[src/rtl/spi_gain_ctrl.sv]
// SPI mode-0 slave that turns 16-bit {address, gain} frames into single-cycle
// writes to the band-gain register map. Frames whose address is out of range
// raise addr_err instead of writing. A frame cut short by cs_n rising raises
// frame_err.
module spi_gain_ctrl #(
    parameter int unsigned NumBands  = 10,
    parameter int unsigned AddrWidth = 8,
    parameter int unsigned DataWidth = 8
) (
    input  logic                 clk_i,
    input  logic                 rst_ni,
    input  logic                 sclk_i,
    input  logic                 cs_n_i,
    input  logic                 mosi_i,
    output logic                 we_o,
    output logic [AddrWidth-1:0] wr_addr_o,
    output logic [DataWidth-1:0] wr_data_o,
    output logic                 busy_o,
    output logic                 frame_err_o,
    output logic                 addr_err_o
);

    typedef enum logic [1:0] {StIdle, StAddr, StData} state_e;

    // Synchronizers, edge-detect history and post-reset warm-up counter
    logic       sclk_meta_q, sclk_s_q, sclk_q;
    logic       cs_meta_q, cs_s_q, cs_q;
    logic       mosi_meta_q, mosi_s_q;
    logic [1:0] warm_q;

    // Frame FSM and output registers
    state_e               state_q, state_d;
    logic [3:0]           bit_cnt_q, bit_cnt_d;
    logic [7:0]           shift_q, shift_d;
    logic [7:0]           addr_byte_q, addr_byte_d;
    logic                 we_q, we_d;
    logic [AddrWidth-1:0] wr_addr_q, wr_addr_d;
    logic [DataWidth-1:0] wr_data_q, wr_data_d;
    logic                 frame_err_q, frame_err_d;
    logic                 addr_err_q, addr_err_d;

    logic       edges_ok;
    logic       sclk_rise, cs_fall, cs_rise;
    logic [7:0] shift_next;

    // Double-flop the SPI pins and keep one more stage for edge detection
    always_ff @(posedge clk_i) begin
        if (!rst_ni) begin
            sclk_meta_q <= 1'b0;
            sclk_s_q    <= 1'b0;
            sclk_q      <= 1'b0;
            cs_meta_q   <= 1'b1;
            cs_s_q      <= 1'b1;
            cs_q        <= 1'b1;
            mosi_meta_q <= 1'b0;
            mosi_s_q    <= 1'b0;
            warm_q      <= 2'd0;
        end else begin
            sclk_meta_q <= sclk_i;
            sclk_s_q    <= sclk_meta_q;
            sclk_q      <= sclk_s_q;
            cs_meta_q   <= cs_n_i;
            cs_s_q      <= cs_meta_q;
            cs_q        <= cs_s_q;
            mosi_meta_q <= mosi_i;
            mosi_s_q    <= mosi_meta_q;
            if (warm_q != 2'd3) begin
                warm_q <= warm_q + 2'd1;
            end
        end
    end

    // Edges count only once the whole pipeline holds real pin samples, so a
    // cs_n already low at reset release never looks like a falling edge.
    assign edges_ok   = (warm_q == 2'd3);
    assign sclk_rise  = edges_ok & sclk_s_q & ~sclk_q;
    assign cs_fall    = edges_ok & cs_q & ~cs_s_q;
    assign cs_rise    = edges_ok & ~cs_q & cs_s_q;
    assign shift_next = {shift_q[6:0], mosi_s_q};

    // Next-state logic: shift bits, latch address, issue write or error pulse
    always_comb begin
        state_d     = state_q;
        bit_cnt_d   = bit_cnt_q;
        shift_d     = shift_q;
        addr_byte_d = addr_byte_q;
        we_d        = 1'b0;
        wr_addr_d   = wr_addr_q;
        wr_data_d   = wr_data_q;
        frame_err_d = 1'b0;
        addr_err_d  = 1'b0;

        case (state_q)
            StIdle: begin
                if (cs_fall) begin
                    state_d   = StAddr;
                    bit_cnt_d = 4'd0;
                    shift_d   = 8'd0;
                end
            end
            StAddr: begin
                if (sclk_rise) begin
                    shift_d   = shift_next;
                    bit_cnt_d = bit_cnt_q + 4'd1;
                    if (bit_cnt_q == 4'd7) begin
                        addr_byte_d = shift_next;
                        state_d     = StData;
                    end
                end
            end
            StData: begin
                if (sclk_rise) begin
                    shift_d   = shift_next;
                    bit_cnt_d = bit_cnt_q + 4'd1;  // wraps to 0 on the 16th bit
                    if (bit_cnt_q == 4'd15) begin
                        if (32'(addr_byte_q) < NumBands) begin
                            we_d      = 1'b1;
                            wr_addr_d = AddrWidth'(addr_byte_q);
                            wr_data_d = DataWidth'(shift_next);
                        end else begin
                            addr_err_d = 1'b1;
                        end
                        state_d = StAddr;
                    end
                end
            end
            default: state_d = StIdle;
        endcase

        // cs_n rising wins over everything but a frame completing this cycle
        if (cs_rise && (state_q != StIdle)) begin
            frame_err_d = (bit_cnt_d != 4'd0);
            state_d     = StIdle;
            bit_cnt_d   = 4'd0;
            shift_d     = 8'd0;
        end
    end

    // FSM state and registered outputs
    always_ff @(posedge clk_i) begin
        if (!rst_ni) begin
            state_q     <= StIdle;
            bit_cnt_q   <= 4'd0;
            shift_q     <= 8'd0;
            addr_byte_q <= 8'd0;
            we_q        <= 1'b0;
            wr_addr_q   <= '0;
            wr_data_q   <= '0;
            frame_err_q <= 1'b0;
            addr_err_q  <= 1'b0;
        end else begin
            state_q     <= state_d;
            bit_cnt_q   <= bit_cnt_d;
            shift_q     <= shift_d;
            addr_byte_q <= addr_byte_d;
            we_q        <= we_d;
            wr_addr_q   <= wr_addr_d;
            wr_data_q   <= wr_data_d;
            frame_err_q <= frame_err_d;
            addr_err_q  <= addr_err_d;
        end
    end

    assign we_o        = we_q;
    assign wr_addr_o   = wr_addr_q;
    assign wr_data_o   = wr_data_q;
    assign busy_o      = (state_q != StIdle);
    assign frame_err_o = frame_err_q;
    assign addr_err_o  = addr_err_q;

endmodule

[config.mk]
export PLATFORM = sky130hd
export DESIGN_NAME = spi_gain_ctrl
export DESIGN_NICKNAME = d
export VERILOG_FILES = /design/src/rtl/spi_gain_ctrl.sv
export SDC_FILE = /design/constraint.sdc
export NUM_CORES = 1
export LEC_CHECK = 0
export CORE_MARGIN = 8
export CORE_UTILIZATION = 45
export CTS_CLUSTER_SIZE = 28
export DETAILED_ROUTE_END_ITERATION = 12
export PLACE_DENSITY = 0.76
export SYNTH_ARGS = -nofsm -noshare
export SYNTH_HDL_FRONTEND = slang
export SYNTH_SLANG_ARGS = --single-unit
[constraint.sdc]
create_clock -name clk_i -period 2.09 [get_ports clk_i]
set_clock_uncertainty 0.05 [all_clocks]
set_input_delay 0.209 -clock clk_i [delete_from_list [all_inputs] [get_ports clk_i]]
set_output_delay 0.209 -clock clk_i [all_outputs]
set_load 0.05 [all_outputs]
Fig. 1: run 1, routing congestion map
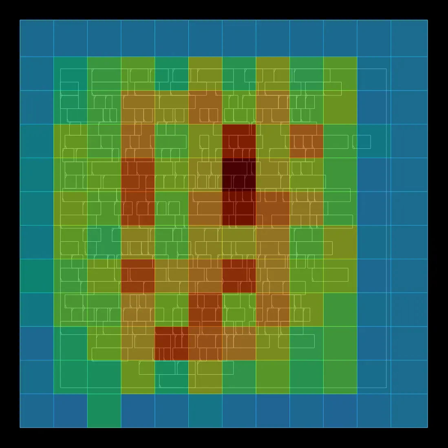
met2 Usage GRT: 20.9%
GRT met1 Usage: 14.1%

Fig. 2: run 1, metal 1
(6 px per um)
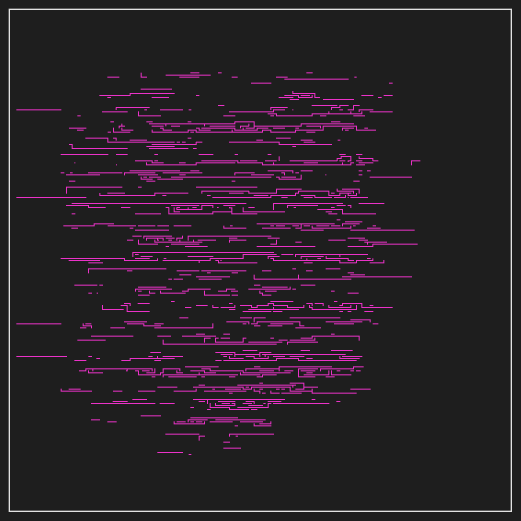
main direction: horizontal
share of all routed wire: 46%
wire length on this layer: 1970 um
Total Routed Length: 4.25 mm
Vias: 1677

Fig. 3: run 1, placement by cell class
(4 px per um)
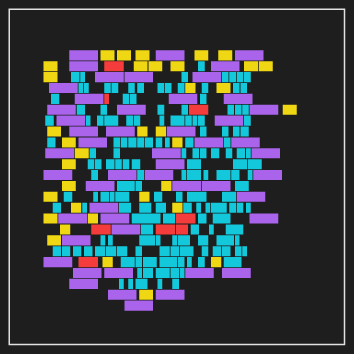
legend:
  cyan:
    class: remaining logic cells
    cells: 158
    share_of_their_area: 41%
  purple:
    class: sequential cells
    cells: 50
    share_of_their_area: 42%
  yellow:
    class: remaining buffers and delay cells
    cells: 35
    share_of_their_area: 13%
  red:
    class: clock drivers and dummy loads
    cells: 8
    share_of_their_area: 4.0%
core area: 4350 um^2
final core utilization: 56.5%
standard-cell rows: 24
fraction of area in registers: 40.7%
post-route cell area: 2460 um^2

Fig. 4: run 1, a small window of the routed layout
Region (8, 50) to (33, 75) um. Cells in gray, sequential cells in the stronger gray; small squares are vias.
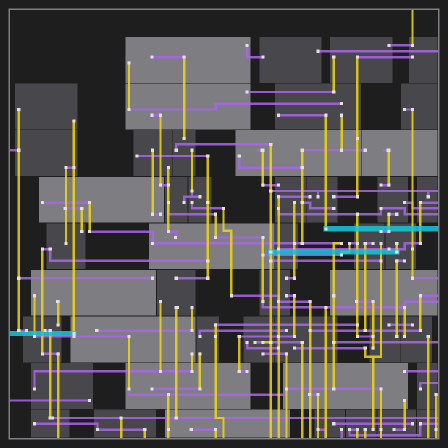
legend:
  yellow:
    layer: M2
  purple:
    layer: M1
  cyan:
    layer: M3
cells with their middle in the window: 45
most frequent: dfxtp_1 (12), clkdlybuf4s50_1 (7), nand3_1 (5)
sequential cells in the window: 12
netlist names of flops here include: wr_addr_o (3), wr_data_o (3)

[run 1: flip-flops by register name, indices dropped and copies added (netlist names), 2 cells and up]
signal,count
state_q,2
wr_addr_o,8
wr_data_o,8
bit_cnt_q,4
addr_byte_q,8
warm_q,2
shift_q,7
[run 1: metrics by stage]
stage | total power, W | hold slack [ns] | setup WS, ns
5_1_grt | 0.00208 | 0.407 | 0.0375
3_3_place_gp | 0.00140 | 0.340 | 0.240
2_1_floorplan | 0.00131 | 0.232 | 0.204
3_5_place_dp | 0.00141 | 0.348 | 0.228
6_report | 0.00198 | 0.364 | 0.202
4_1_cts | 0.00200 | 0.371 | 0.204
[run 1: critical path, delay by kind of cell, from the launching register on]
family	cells	cell delay [ns]
simple gates	1	0.24
fa+ha+maj	1	0.23
flops	1	0.36
buf+inv	1	0.18
compound gates	3	0.71
==> run notes, run 1 <==
From the run reports.

- The initial antenna violation count reads 0.
- Synthesis inferred ~50 register bits.
- In this run the worst hold path is classified as register to register.
- The dominant power group in this design is sequential cells.
- The clock root buffer is sky130_fd_sc_hd__clkbuf_8.
- The highest fanout seen on the critical path reads 7.
- The origin of the worst setup path is warm_q[0].
- The critical path in this run is classified as register to register.
- The number of synthesized flops with an enable pin reads 0.
- The net count reported at finish is between 200 and 300.
- The internal power of the cells reads about 0.0014 W.
- The met3 capacity usage during global routing reads 4.20%.
- The residual overflow from global routing reads 0.
- The die area is 6960 um^2.
- The total of hold buffers inserted after clock tree synthesis reads 0.
- The number of signal-net inverters in the final layout is 4.
- The routed length on met2 is 1.98 mm.
- The top cell type's share of synthesized area reads between 40% and 50%.
- The leakage power total reads ~0.97 nW.
- The number of placed I/O pins reads 25.
- The multi-input combinational area share is between 30% and 40%.
- The pin slew with the least headroom to its limit reads approximately 0.5 ns.
- The number of cells produced by synthesis reads about 220.
- The number of max-cap violations is 0.
- Hold analysis shows the worst path with a depth of 1.
- The data-path buffer share of cell area in the final layout is between 10% and 20%.
- The predominant post-synthesis flop cell reads sky130_fd_sc_hd__dfxtp_1.
- The post-synthesis to final-layout area growth is 20.3%.
- Per the synthesis report, the adder-cell share of the synthesized area is under 10%.
- The dominant combinational cell family by area after synthesis is simple AND/OR/NAND/NOR gates.
- The multi-input gate area in the final layout reads slightly below 1000 um^2.
- The global-route usage over all layers reads about an eighth.
- The share of total power in the clock network is a little under a third.
- The source of the worst register-to-register timing path reads warm_q[0].
- The power consumed by sequential cells reads 0.000995 W.
- Per the detail_route log, the uppermost layer with routed signals is met4.
- The mapped netlist covers approximately 2000 um^2.
- The total DRC errors in the routed layout is 0.
- The H-tree was split into 2 levels.
- The wire length on met1 reads roughly 2.0 mm.
- The most common cell in the netlist is sky130_fd_sc_hd__dfxtp_1.
- The tap cell count is approximately 52.
- The layout has 7 clock buffers.
- The share of power burned in combinational logic reads between 10% and 20%.
- The startpoint type of the worst setup path is a register.
- Once iteration 0 of detailed routing completed, the report listed 99 DRC markers.
- Static timing analysis puts the maximum clock frequency at around 530 MHz.
- The flow ran to the end, and the final reports show no timing, DRC or antenna violations.
- The number of antenna diodes is 0.
- The half-perimeter wire length after placement reads between 2 and 3 mm.
- The fraction of the yosys area taken by sequential cells is between 40% and 50%.
- For reference, the critical path cell chain is ha_1 > buf_4 > nand3b_1 > a221o_1 > a22oi_1 > a41oi_1.
- The number of sinks driven by the clock tree is 50.
- The endpoint of the worst hold path is cs_s_q.
- The floorplan die height is between 80 and 90 um.
- The final timing report counts setup violations totalling 0.
- The number of hold violations in the final report is 0.
- The number of global-route vias before repair is 1656.
- Entering global routing, the biggest net connects 23 pins.
- The post-synthesis xor/xnor area fraction is less than 1%.
- In the layout the commonest cells are 50 x sky130_fd_sc_hd__dfxtp_1, 23 x sky130_fd_sc_hd__clkdlybuf4s50_1, 22 x sky130_fd_sc_hd__a21oi_1, 21 x sky130_fd_sc_hd__nand3_1, 20 x sky130_fd_sc_hd__nor2_1.
- The average wire length per cell after detail routing reads 14.0 um.
- Setup repair after global routing left no endpoint under its margin.
- The buffer_ports step reported a buffer count of 24.
- The cell count after placement is a little under 300.
- The global router reports that the layer with the highest usage is met2.
- The number of resized instances in the post-cts repair step reads 0.
- For reference, the top cells by area after synthesis are sky130_fd_sc_hd__dfxtp_1 49%, sky130_fd_sc_hd__a21oi_1 5.4%, sky130_fd_sc_hd__nand3_1 5.1%.
- In this run the power spent charging and discharging nets is roughly 0.00057 W.
- The flow reports power dissipated in the clock network as a little under 0.0006 W.
- The number of sequential cells in the layout is 50.
- The area fraction in compound gates is 13.3%.
- Excluding fillers, the count of instances in the completed layout stands at roughly 300.
- On the worst path, the slowest cell contributes a delay of about 0.38 ns.
- The met3 wirelength from detailed routing reads around 220 um.
- The clock latency at the later pin of the worst-skew pair is just over 0.3 ns.
- Yosys reported that registers with async set or reset make up 0%.
- The number of setup buffers added after CTS is 0.
- The count of synthesis-stage warnings from yosys is 0.
- The kind of capture point of the worst setup path reads a register.
- The cell type with the highest aggregate area in the netlist is sky130_fd_sc_hd__dfxtp_1.
- The remaining antenna violation count is 0.
- The power density of the placed cells reads ~800 nW/um^2.
- Across all checked pins, the minimum headroom to the slew limit is approximately two thirds.
- The share of power burned in registers is about half.
- The critical path endpoint has a required time of 2.21 ns.
- Per the area breakdown, the dominant cell category is registers.
- Combinational power for this build is just under 0.0004 W.
- The total clock buffers created by CTS is 5.
- The number of different library cells used by synthesis comes to 39.
- The number of warnings the tools reported reads 29.
- The via density per instance reads 5.53.
==> inputs of run 2 (changes only) <==
--- a/config.mk
+++ b/config.mk
@@ -5,6 +5,7 @@
 export SDC_FILE = /design/constraint.sdc
 export NUM_CORES = 1
 export LEC_CHECK = 0
+export ABC_CLOCK_PERIOD_IN_PS = 2090
 export CORE_MARGIN = 8
 export CORE_UTILIZATION = 45
 export CTS_CLUSTER_SIZE = 28
Fig. 5: run 2, cell sizes after repair
(4 px per um)
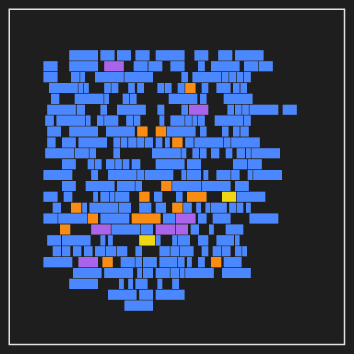
legend:
  yellow:
    size: x2
    cells: 2
    share: 0.80%
  purple:
    size: x6 and larger
    cells: 7
    share: 2.8%
  blue:
    size: x1 and smaller
    cells: 228
    share: 91%
  orange:
    size: x3 and x4
    cells: 14
    share: 5.6%
fin worst setup slack: 0.202 ns
Area Overhead vs Synth: 20.3%

==> run 2 against run 1 <==
  * Power is the same
  * Die size did not move
  * Largest power group unchanged
  * Sequential power barely moved
  * Non-clock buffer count stayed put
  * Sequential share of layout area unchanged
  * Synthesized cell count unchanged
==> run notes, run 2 <==
From the run reports.

- The residual overflow from global routing is 0 (unchanged).
- The via density per instance is 5.53 (unchanged).
- The category of the most critical setup path reads register to register.
- The clock latency at the later pin of the worst-skew pair is 0.31 ns (about the same).
- The origin of the worst setup path reads warm_q[0].
- The final core area utilization is 56.5% (unchanged).
- The number of standard cells in the layout, taps in and fillers out is 303 (unchanged).
- The net count reported at finish is 261 (unchanged).
- The number of signal-net inverters in the final layout is 4 (unchanged).
- The share of total power in the clock network reads 30.1% (about the same).
- The power consumed by sequential cells is 0.000995 W (about the same).
- The count of final setup violators is 0 (unchanged).
- The combinational group power is 0.000393 W (about the same).
- The power density of the placed cells reads 806 nW/um^2 (unchanged).
- The detailed router's first-iteration violation count is 99 (unchanged).
- The data required time of the critical path was 2.21 ns (about the same).
- Summed over all failing endpoints, the final setup total negative slack is 0 ns.
- The kind of capture point of the worst setup path is a register.
- The post-CTS setup buffer count is 0 (unchanged).
- The tap cell count was 52 (unchanged).
- The die area is 6960 um^2 (unchanged).
- The internal power of the cells is 0.00141 W (unchanged).
- The count of clock-net buffers in the final layout is 7 (unchanged).
- The worst setup path is launched from a register.
- The number of placed I/O pins is 25 (unchanged).
- The data-path buffer share of cell area in the final layout reads 13.0% (unchanged).
- The startpoint of the worst hold path reads cs_meta_q.
- The multi-input gate area in the final layout is 965 um^2 (unchanged).
- The area of the core region reads 4350 um^2 (unchanged).
- The wire length on met1 came to 1.97 mm (unchanged).
- The maximum number of pins on one net before global-route repair reads 23 (unchanged).
- The number of buffers added on ports reads 24 (unchanged).
- The number of antenna diodes was 0 (unchanged).
- The total clock buffers created by CTS is 5 (unchanged).
- The multi-input combinational area share reads 39.2% (unchanged).
- The group that draws the most power in this run is sequential cells.
- The count of synthesis-stage warnings from yosys reads 0 (unchanged).
- The worst stage delay on the critical path reads 0.38 ns (about the same).
- The remaining antenna violation count is 0 (unchanged).
- The relative slew slack reads 66.1% (unchanged).
- In this run the critical path is formed by ha_1 > buf_4 > nand3b_1 > a221o_1 > a22oi_1 > a41oi_1.
- The site row count was 24 (unchanged).
- The cell family with the largest share of critical-path delay is AND-OR/OR-AND gates.
- The top achievable clock speed is 530 MHz (unchanged).
- The total via count in the routed design is 1677 (unchanged).
- Setup repair after global routing left no endpoint under its margin.
- The pin slew with the least headroom to its limit was 0.508 ns (unchanged).
- The total DRC errors in the routed layout came to 0 (unchanged).
- The cell type with the highest aggregate area in the netlist reads sky130_fd_sc_hd__dfxtp_1.
- The finished layout cell area reads 2460 um^2 (unchanged).
- The number of synthesized register bits is 50 (unchanged).
- The share of flip-flops with an asynchronous set or reset after synthesis reads 0% (unchanged).
- The most common cell in the netlist reads sky130_fd_sc_hd__dfxtp_1.
- The top cell type's share of synthesized area reads 48.9% (unchanged).
- The total number of H-tree levels is 2 (unchanged).
- The number of warnings the tools reported reads 29 (unchanged).
- The overall routed net length is 4.25 mm (unchanged).
- By area the synthesized netlist is led by sky130_fd_sc_hd__dfxtp_1 49%, sky130_fd_sc_hd__a21oi_1 5.4%, sky130_fd_sc_hd__nand3_1 5.1%.
- The combined buffer and inverter count along the critical path is 1 (unchanged).
- The number of max-cap violations is 0 (unchanged).
- The fraction of standard cell area that is sequential came to 40.7% (unchanged).
- The met3 wirelength from detailed routing is 217 um (unchanged).
- The net load switching power reads 0.000570 W (unchanged).
- The worst register-to-register path begins at warm_q[0].
- Per the cell usage report, the commonest logic cells after layout are 50 x sky130_fd_sc_hd__dfxtp_1, 23 x sky130_fd_sc_hd__clkdlybuf4s50_1, 22 x sky130_fd_sc_hd__a21oi_1, 21 x sky130_fd_sc_hd__nand3_1, 20 x sky130_fd_sc_hd__nor2_1.
- The clock-net power reads 0.000597 W (about the same).
- The predominant post-synthesis flop cell reads sky130_fd_sc_hd__dfxtp_1.
- The fraction of the yosys area taken by sequential cells reads 48.9% (unchanged).
- The largest contributor to cell area by class is registers.
- The average wire length per cell after detail routing is 14.0 um (unchanged).
- The clock root buffer reads sky130_fd_sc_hd__clkbuf_8.
- The number of sinks driven by the clock tree was 50 (unchanged).
- The post-synthesis cell type count is 39 (unchanged).
- The uppermost layer routed reads met4.
- For hold timing, the worst endpoint is cs_s_q.
- The highest fanout seen on the critical path is 7 (unchanged).
- The class of the worst hold path reads register to register.
- The total of hold buffers inserted after clock tree synthesis reads 0 (unchanged).
- The number of hold violations in the final report was 0 (unchanged).
- The worst slack on hold paths is 0.364 ns (unchanged).
- The number of global-route vias before repair is 1656 (unchanged).
- The share of power burned in combinational logic came to 19.8% (about the same).
- The number of cells produced by synthesis reads 221 (unchanged).
- The number of synthesized flops with an enable pin is 0 (unchanged).
- The power after layout reads 0.00198 W (unchanged).
- The number of resized instances in the post-cts repair step is 0 (unchanged).
- The run finished with clean final reports.
- The floorplan die height reads 83.4 um (unchanged).
- The number of sequential cells in the layout reads 50 (unchanged).
- The routed length on met2 is 1.98 mm (unchanged).
- The share of power burned in registers reads 50.1% (about the same).
- The minimum setup slack after placement is 0.228 ns (unchanged).
- The cell count after placement reads 295 (unchanged).
run 2: cell counts after synthesis:
Identical to the previous run, type by type.
run 2: per-layer routing:
| layer | track usage (%) | vias up |
|---|---|---|
| li1 | - | 842 |
| met1 | 14.1 | 800 |
| met2 | 20.9 | 28 |
| met4 | 5.81 | 0 |
| met3 | 4.20 | 7 |
| met5 | 0 | - |
run 2: cell families (layout without fill, tap and decap cells):
logic type	after synthesis	in the layout	synth area share, %
AOI/OAI and AO/OA	48	48	13.3
DFF	50	50	48.9
and+or+nand+nor	88	88	24.3
buffers and inverters	17	47	3.91
muxes	11	11	5.44
adders and majority gates	6	6	3.67
xor gates and xnor gates	1	1	0.428
Power is estimated from default activity; no workload was simulated.
